**Metal 1**

Cells faint in the background.
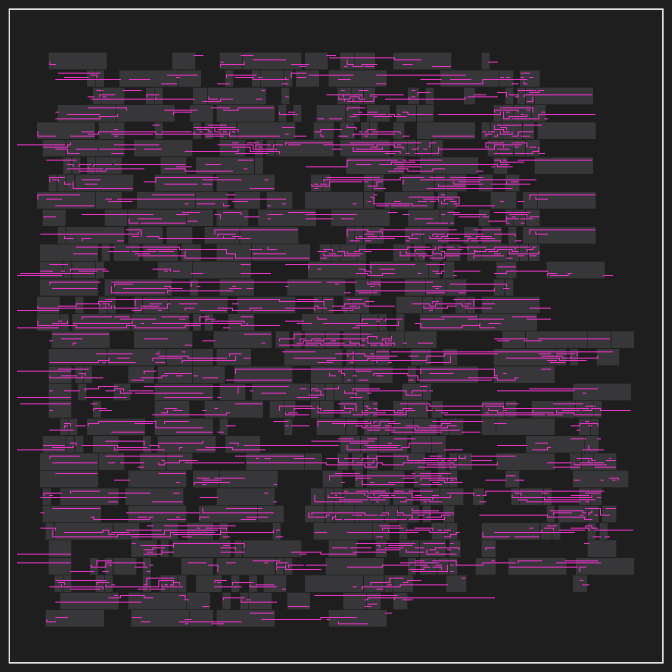
**M2 wires**

Bar = 20 um.
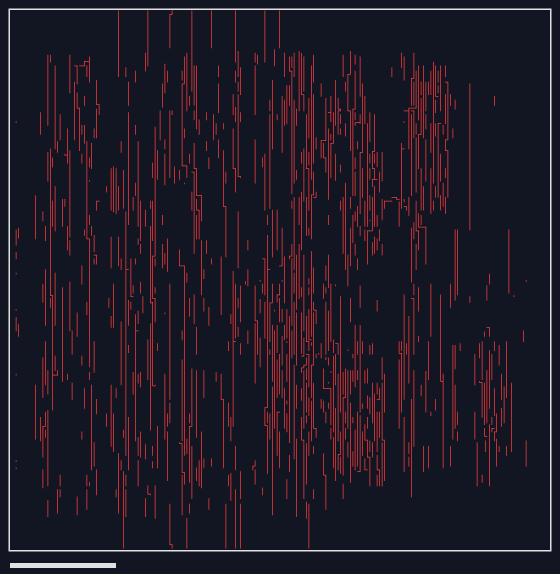
**Signal wires on met3**

Bar = 20 um.
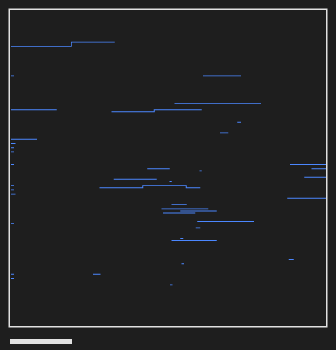
--- src/rtl/touch_adc_spi.sv ---
// touch_adc_spi: SPI master for an AD7843-compatible 12-bit touch-panel ADC.
// On pen-down it converts X then Y, commits both coordinates in one clock
// with a COORD_VALID pulse, then idles GAP_CYCLES clocks before the next pair.
// Optional build macro TOUCH_AVG4_EN: four back-to-back pairs are summed and
// their truncated mean is committed once per burst.
module touch_adc_spi #(
  parameter int unsigned CLK_DIV    = 25,
  parameter int unsigned GAP_CYCLES = 500000
) (
  input  logic        CLK,
  input  logic        RST,
  input  logic        ADC_PENIRQ_n,
  input  logic        ADC_DOUT,
  output logic        ADC_DCLK,
  output logic        ADC_CS_n,
  output logic        ADC_DIN,
  output logic [11:0] X_COORD,
  output logic [11:0] Y_COORD,
  output logic        COORD_VALID,
  output logic        PEN_DOWN
);

  localparam int unsigned DIV_W = (CLK_DIV > 1) ? $clog2(CLK_DIV) : 1;
  localparam int unsigned GAP_W = (GAP_CYCLES > 1) ? $clog2(GAP_CYCLES) : 1;
  localparam logic [DIV_W-1:0] DIV_LAST = DIV_W'(CLK_DIV - 1);
  localparam logic [GAP_W-1:0] GAP_LAST = GAP_W'(GAP_CYCLES - 1);

  localparam logic [2:0] ST_IDLE   = 3'd0;
  localparam logic [2:0] ST_CONV_X = 3'd1;
  localparam logic [2:0] ST_CONV_Y = 3'd2;
  localparam logic [2:0] ST_COMMIT = 3'd3;
  localparam logic [2:0] ST_GAP    = 3'd4;

  // 12-bit mode, differential reference, power-down bits 00
  localparam logic [7:0] CMD_X = 8'hD0;
  localparam logic [7:0] CMD_Y = 8'h90;

  // Half-periods 0..47 carry the 24 DCLK cycles; half 48 is the CS_n-high tail.
  localparam logic [5:0] HALF_LAST   = 6'd48;
  localparam logic [5:0] HALF_SMP_LO = 6'd19;  // rising edge 10
  localparam logic [5:0] HALF_SMP_HI = 6'd41;  // rising edge 21
  localparam logic [5:0] HALF_CMD_END = 6'd16; // after the 8 command bits

  logic [2:0]       state_q, state_d;
  logic [DIV_W-1:0] div_q, div_d;
  logic [5:0]       half_q, half_d;
  logic [GAP_W-1:0] gap_q, gap_d;
  logic             dclk_q, dclk_d;
  logic             cs_n_q, cs_n_d;
  logic             din_q, din_d;
  logic [11:0]      shift_q, shift_d;
  logic [11:0]      x_tmp_q, x_tmp_d;
  logic [11:0]      x_coord_q, x_coord_d;
  logic [11:0]      y_coord_q, y_coord_d;
  logic             valid_q, valid_d;
  logic             pen_meta_q, pen_meta_d;
  logic             pen_sync_q, pen_sync_d;
  logic             pen_down_q, pen_down_d;
`ifdef TOUCH_AVG4_EN
  logic [1:0]       pair_q, pair_d;
  logic [13:0]      acc_x_q, acc_x_d;
  logic [13:0]      acc_y_q, acc_y_d;
`else
  logic [11:0]      y_tmp_q, y_tmp_d;
`endif

  logic             start_frame;
  logic [7:0]       start_cmd;
  logic [7:0]       cur_cmd;
  logic [5:0]       half_nxt;
  logic             div_end;
  logic             frame_end;

  // Next-state logic: pen qualification, frame sequencing and the FSM
  always_comb begin
    state_d     = state_q;
    div_d       = div_q;
    half_d      = half_q;
    gap_d       = gap_q;
    dclk_d      = dclk_q;
    cs_n_d      = cs_n_q;
    din_d       = din_q;
    shift_d     = shift_q;
    x_tmp_d     = x_tmp_q;
    x_coord_d   = x_coord_q;
    y_coord_d   = y_coord_q;
    valid_d     = 1'b0;
    pen_meta_d  = ADC_PENIRQ_n;
    pen_sync_d  = pen_meta_q;
    // PENIRQ_n is undefined while the ADC is converting, so only track it
    // while chip select is released
    pen_down_d  = cs_n_q ? ~pen_sync_q : pen_down_q;
`ifdef TOUCH_AVG4_EN
    pair_d      = pair_q;
    acc_x_d     = acc_x_q;
    acc_y_d     = acc_y_q;
`else
    y_tmp_d     = y_tmp_q;
`endif
    start_frame = 1'b0;
    start_cmd   = CMD_X;
    cur_cmd     = (state_q == ST_CONV_Y) ? CMD_Y : CMD_X;
    half_nxt    = half_q + 6'd1;
    div_end     = (div_q == DIV_LAST);
    frame_end   = 1'b0;

    case (state_q)
      ST_IDLE: begin
        if (pen_down_q) begin
          state_d     = ST_CONV_X;
          start_frame = 1'b1;
          start_cmd   = CMD_X;
        end
      end

      ST_CONV_X, ST_CONV_Y: begin
        if (div_end) begin
          div_d = '0;
          if (half_q == HALF_LAST) begin
            frame_end = 1'b1;
          end else begin
            half_d = half_nxt;
            if (half_nxt[0]) begin
              // rising DCLK edge (half_nxt+1)/2; data bits land on edges 10..21
              dclk_d = 1'b1;
              if (half_nxt >= HALF_SMP_LO && half_nxt <= HALF_SMP_HI) begin
                shift_d = {shift_q[10:0], ADC_DOUT};
              end
            end else begin
              dclk_d = 1'b0;
              if (half_nxt == HALF_LAST) begin
                cs_n_d = 1'b1;
                din_d  = 1'b0;
              end else if (half_nxt < HALF_CMD_END) begin
                // low half k = half_nxt/2 presents bit 7-k, i.e. index ~k
                din_d = cur_cmd[~half_nxt[3:1]];
              end else begin
                din_d = 1'b0;
              end
            end
          end
        end else begin
          div_d = div_q + DIV_W'(1);
        end

        if (frame_end) begin
          if (state_q == ST_CONV_X) begin
            x_tmp_d     = shift_q;
            state_d     = ST_CONV_Y;
            start_frame = 1'b1;
            start_cmd   = CMD_Y;
          end else begin
`ifdef TOUCH_AVG4_EN
            acc_x_d = acc_x_q + {2'b00, x_tmp_q};
            acc_y_d = acc_y_q + {2'b00, shift_q};
            if (pair_q == 2'd3) begin
              pair_d  = '0;
              state_d = ST_COMMIT;
            end else begin
              pair_d      = pair_q + 2'd1;
              state_d     = ST_CONV_X;
              start_frame = 1'b1;
              start_cmd   = CMD_X;
            end
`else
            y_tmp_d = shift_q;
            state_d = ST_COMMIT;
`endif
          end
        end
      end

      ST_COMMIT: begin
`ifdef TOUCH_AVG4_EN
        x_coord_d = acc_x_q[13:2];
        y_coord_d = acc_y_q[13:2];
        acc_x_d   = '0;
        acc_y_d   = '0;
`else
        x_coord_d = x_tmp_q;
        y_coord_d = y_tmp_q;
`endif
        valid_d = 1'b1;
        gap_d   = '0;
        state_d = ST_GAP;
      end

      ST_GAP: begin
        if (gap_q == GAP_LAST) begin
          gap_d = '0;
          if (pen_down_q) begin
            state_d     = ST_CONV_X;
            start_frame = 1'b1;
            start_cmd   = CMD_X;
          end else begin
            state_d = ST_IDLE;
          end
        end else begin
          gap_d = gap_q + GAP_W'(1);
        end
      end

      default: begin
        state_d = ST_IDLE;
        cs_n_d  = 1'b1;
        dclk_d  = 1'b0;
        din_d   = 1'b0;
      end
    endcase

    // Frame entry: CS_n low with the command MSB already on DIN
    if (start_frame) begin
      div_d  = '0;
      half_d = '0;
      dclk_d = 1'b0;
      cs_n_d = 1'b0;
      din_d  = start_cmd[7];
    end
  end

  // State registers; reset aborts any frame and drops CS_n at once
  always_ff @(posedge CLK or posedge RST) begin
    if (RST) begin
      state_q    <= ST_IDLE;
      div_q      <= '0;
      half_q     <= '0;
      gap_q      <= '0;
      dclk_q     <= 1'b0;
      cs_n_q     <= 1'b1;
      din_q      <= 1'b0;
      shift_q    <= '0;
      x_tmp_q    <= '0;
      x_coord_q  <= '0;
      y_coord_q  <= '0;
      valid_q    <= 1'b0;
      pen_meta_q <= 1'b1;
      pen_sync_q <= 1'b1;
      pen_down_q <= 1'b0;
`ifdef TOUCH_AVG4_EN
      pair_q     <= '0;
      acc_x_q    <= '0;
      acc_y_q    <= '0;
`else
      y_tmp_q    <= '0;
`endif
    end else begin
      state_q    <= state_d;
      div_q      <= div_d;
      half_q     <= half_d;
      gap_q      <= gap_d;
      dclk_q     <= dclk_d;
      cs_n_q     <= cs_n_d;
      din_q      <= din_d;
      shift_q    <= shift_d;
      x_tmp_q    <= x_tmp_d;
      x_coord_q  <= x_coord_d;
      y_coord_q  <= y_coord_d;
      valid_q    <= valid_d;
      pen_meta_q <= pen_meta_d;
      pen_sync_q <= pen_sync_d;
      pen_down_q <= pen_down_d;
`ifdef TOUCH_AVG4_EN
      pair_q     <= pair_d;
      acc_x_q    <= acc_x_d;
      acc_y_q    <= acc_y_d;
`else
      y_tmp_q    <= y_tmp_d;
`endif
    end
  end

  assign ADC_DCLK    = dclk_q;
  assign ADC_CS_n    = cs_n_q;
  assign ADC_DIN     = din_q;
  assign X_COORD     = x_coord_q;
  assign Y_COORD     = y_coord_q;
  assign COORD_VALID = valid_q;
  assign PEN_DOWN    = pen_down_q;

endmodule

--- config.mk ---
export PLATFORM = sky130hd
export DESIGN_NAME = touch_adc_spi
export DESIGN_NICKNAME = d
export VERILOG_FILES = /design/src/rtl/touch_adc_spi.sv
export SDC_FILE = /design/constraint.sdc
export NUM_CORES = 1
export LEC_CHECK = 0
export CORE_MARGIN = 4
export CORE_UTILIZATION = 55
export DETAILED_ROUTE_END_ITERATION = 10
export HOLD_SLACK_MARGIN = 0.1
export PLACE_DENSITY = 0.71
export SYNTH_ARGS = -nofsm -noshare
export SYNTH_HDL_FRONTEND = slang
export SYNTH_SLANG_ARGS = --single-unit
--- constraint.sdc ---
create_clock -name CLK -period 5.17 [get_ports CLK]
set_clock_uncertainty 0.15 [all_clocks]
set_input_delay 1.034 -clock CLK [delete_from_list [all_inputs] [get_ports CLK]]
set_output_delay 1.034 -clock CLK [all_outputs]
set_load 0.01 [all_outputs]
==> run summary <==
impl run done, here's what came out: status=finished, final reports clean, # Cells Yosys=approximately 460, Die Y=between 100 and 150 um, DR top layer=met4, Top cell area share=0.501, clock share of power=0.367, CP Launch Point=half_q[0], comb area leader=simple AND/OR/NAND/NOR gates, first-pass GRT wire length=around 16,000 um, combinational power share=0.014, placed insts=around 580, Reg clk slew, reported paths=around 0.1 ns, Crit path required time=about 5.3 ns, I/O Pins=33, RSZ-0062 raised after global routing=no, RR Startpoint=half_q[0], Power Density=approximately 240 nW/um2, critical path arrival=3.03 ns, Power Combinational=approximately 0.017 mW, clk root buf=clkbuf_8, post-layout period usage=0.568, Slew Viols, Final=0, Registers, synthesis=100, YS chip area=just under 5000 um2, Net Switching=0.297 mW, final cell count without fillers=591, CP Capture Type=flip-flop, CTS Hold Buffers Added=0, Gates resized, CTS repair=0, Critical-path top delay cell=o21ai_2, crit path cell chain=inv_1, ha_1, and4bb_4, a21oi_4, nand4_2, o21ai_2, mux2_1, Die Size=between 10,000 and 15,000 um2, Final TNS setup=0 ns, hold path start=pen_meta_q, minimum clock period=2.94 ns, Synth Seq Share=0.518, Met1 Wirelength=between 4000 and 5000 um, class of the worst hold path=reg -> reg, synth-to-layout area growth=10.4%, Cell area leaders=dfrtp_1, nand2_1, mux2_1, mux2_4, nand3_1, post-synthesis cell count=~460, CTS Sinks=100, EDFF count, synth=0, Seq. pwr=0.783 mW, CTS tree=done, Synth Area in Compound Gates=0.101, Top reg by flops=gap_q, Cell Type Count=approximately 67, Slew headroom=0.342, Fmax=341 MHz, delay-heaviest family, CP=AND-OR/OR-AND gates, commonest cells after routing, fill and taps aside=nand2_1, dfrtp_1, clkdlybuf4s50_1, mux2_1, nand3_1, Dominant flop cell=dfrtp_1, Site Rows=33, crit path buf inv count=1, busiest grt layer=met2, final non-filler cell area=roughly 5300 um2, Initial Util=0.578, adder-cell area share of the yosys netlist=0.0181, Async SR Flop Fraction=1.00, DP Area=5170 um2, number of max-cap violations=0, Sw Ratio=0.235, routability congestion estimate from global placement=a little over 0.9, router iterations before antenna repair=4, Bufs on Longest Clock Path=2, Top cell excl fill/tap=nand2_1, IO Port Bufs=32, area leader, netlist=dfrtp_1, Die W=102 um, DR iter-0 viols=around 120, vias per cell=5.64, Detail Route Antenna Nets=0, Pleak=2.55 nW, Late-Pin Clk Latency=roughly 0.36 ns, floorplan net count=~470, Antenna diodes=0, Top Consumer=sequential cells, Num CTS Buffers=9, vias in the first global route=between 3,000 and 4,000, Met2 Routed Length=~4300 um, Int Power=roughly 0.97 mW, Tool Warnings=30, Overflow after GRT=0, GRT Resource Usage Total=0.191, Clock net power=approximately 0.46 mW, XOR/XNOR Fraction of Synth Area=0.0271, worst hold slack=around 0.22 ns, yosys warns=0, Hold Vio Cnt, Final=0, largest net degree at the start of global routing=between 70 and 80, DP Worst Slack=around 2.3 ns, Mux area share=0.0977, Remaining DRCs=0, met3 routed WL=305 um, Setup crit start kind=flip-flop, max reg flops=19, DP HPWL=~6100 um, WL/cell=~15 um, CP max stage delay=between 0.6 and 0.7 ns, post-synth design cell area=4840 um2, Worst VDD drop=approximately 0.00015 V, Post-CTS Setup Inserts=0, worst-margin pin slew=approximately 1 ns, Max FO, Critical Path=12, simple share=0.201, # nets final=approximately 490, Final setup viols=0, initial antenna violation count=0, Synth Area per Inst=approximately 11 um2, CTS H-tree depth=3, top-count cell post-synth=nand2_1, CORE AREA=about 8400 um2, WS Path Type=reg -> reg, Flop pwr share=0.619, final setup margin=around 2.2 ns, layout cells sized above 1=0.130, Post-synth top cells=nand2_1, dfrtp_1, mux2_1
-- 'metal 1' (at the start) --
452 nets have wire on it. The wires run mostly horizontal. The layer holds 48% of the routed length. The layer carries 4,360 um of wire. The longest straight run is 40.5 um.
met1 GRT Util: 0.275
via total after detailed routing: 3,332
final wirelength: 9080 um

-- 'M2 wires' (at the start) --
The wires run mostly vertical. The longest straight run is 45.9 um. 414 nets have wire on it.
met2 Usage GRT: 0.292

-- 'signal wires on met3' (at the start) --
The layer carries 305 um of wire. The longest straight run is 27.6 um.
met3 Use GR: 0.0369

-- stage by stage --
stage,utilization,total power [mW]
3_5_place_dp,0.617,0.817
4_1_cts,0.638,1.28
5_1_grt,0.638,1.32
6_report,0.638,1.26
3_3_place_gp,0.617,0.817
2_1_floorplan,-,0.810
-- worst paths after layout --
path | endpoint | slack [ns] | cells past startpoint
setup / recovery | shift_q[10] | 2.23 | 7
hold / removal | pen_sync_q | 0.22 | 0
setup reg to reg | shift_q[10] | 2.23 | 7
hold reg to reg | pen_sync_q | 0.22 | 0
max in group asynchronous | x_tmp_q[5] | 2.93 | 3
min in group asynchronous | X_COORD[2] | 1.04 | 2
-- final cells by class --
type	count	area, um2
multi-input combinational	326	2150
timing repair buffer	34	335
clock buffer	9	124
tap	105	131
sequential	100	2510
fill	690	3040
clock inverter	6	53.8
inverter	11	43.8
Power and IR drop assume default switching activity.
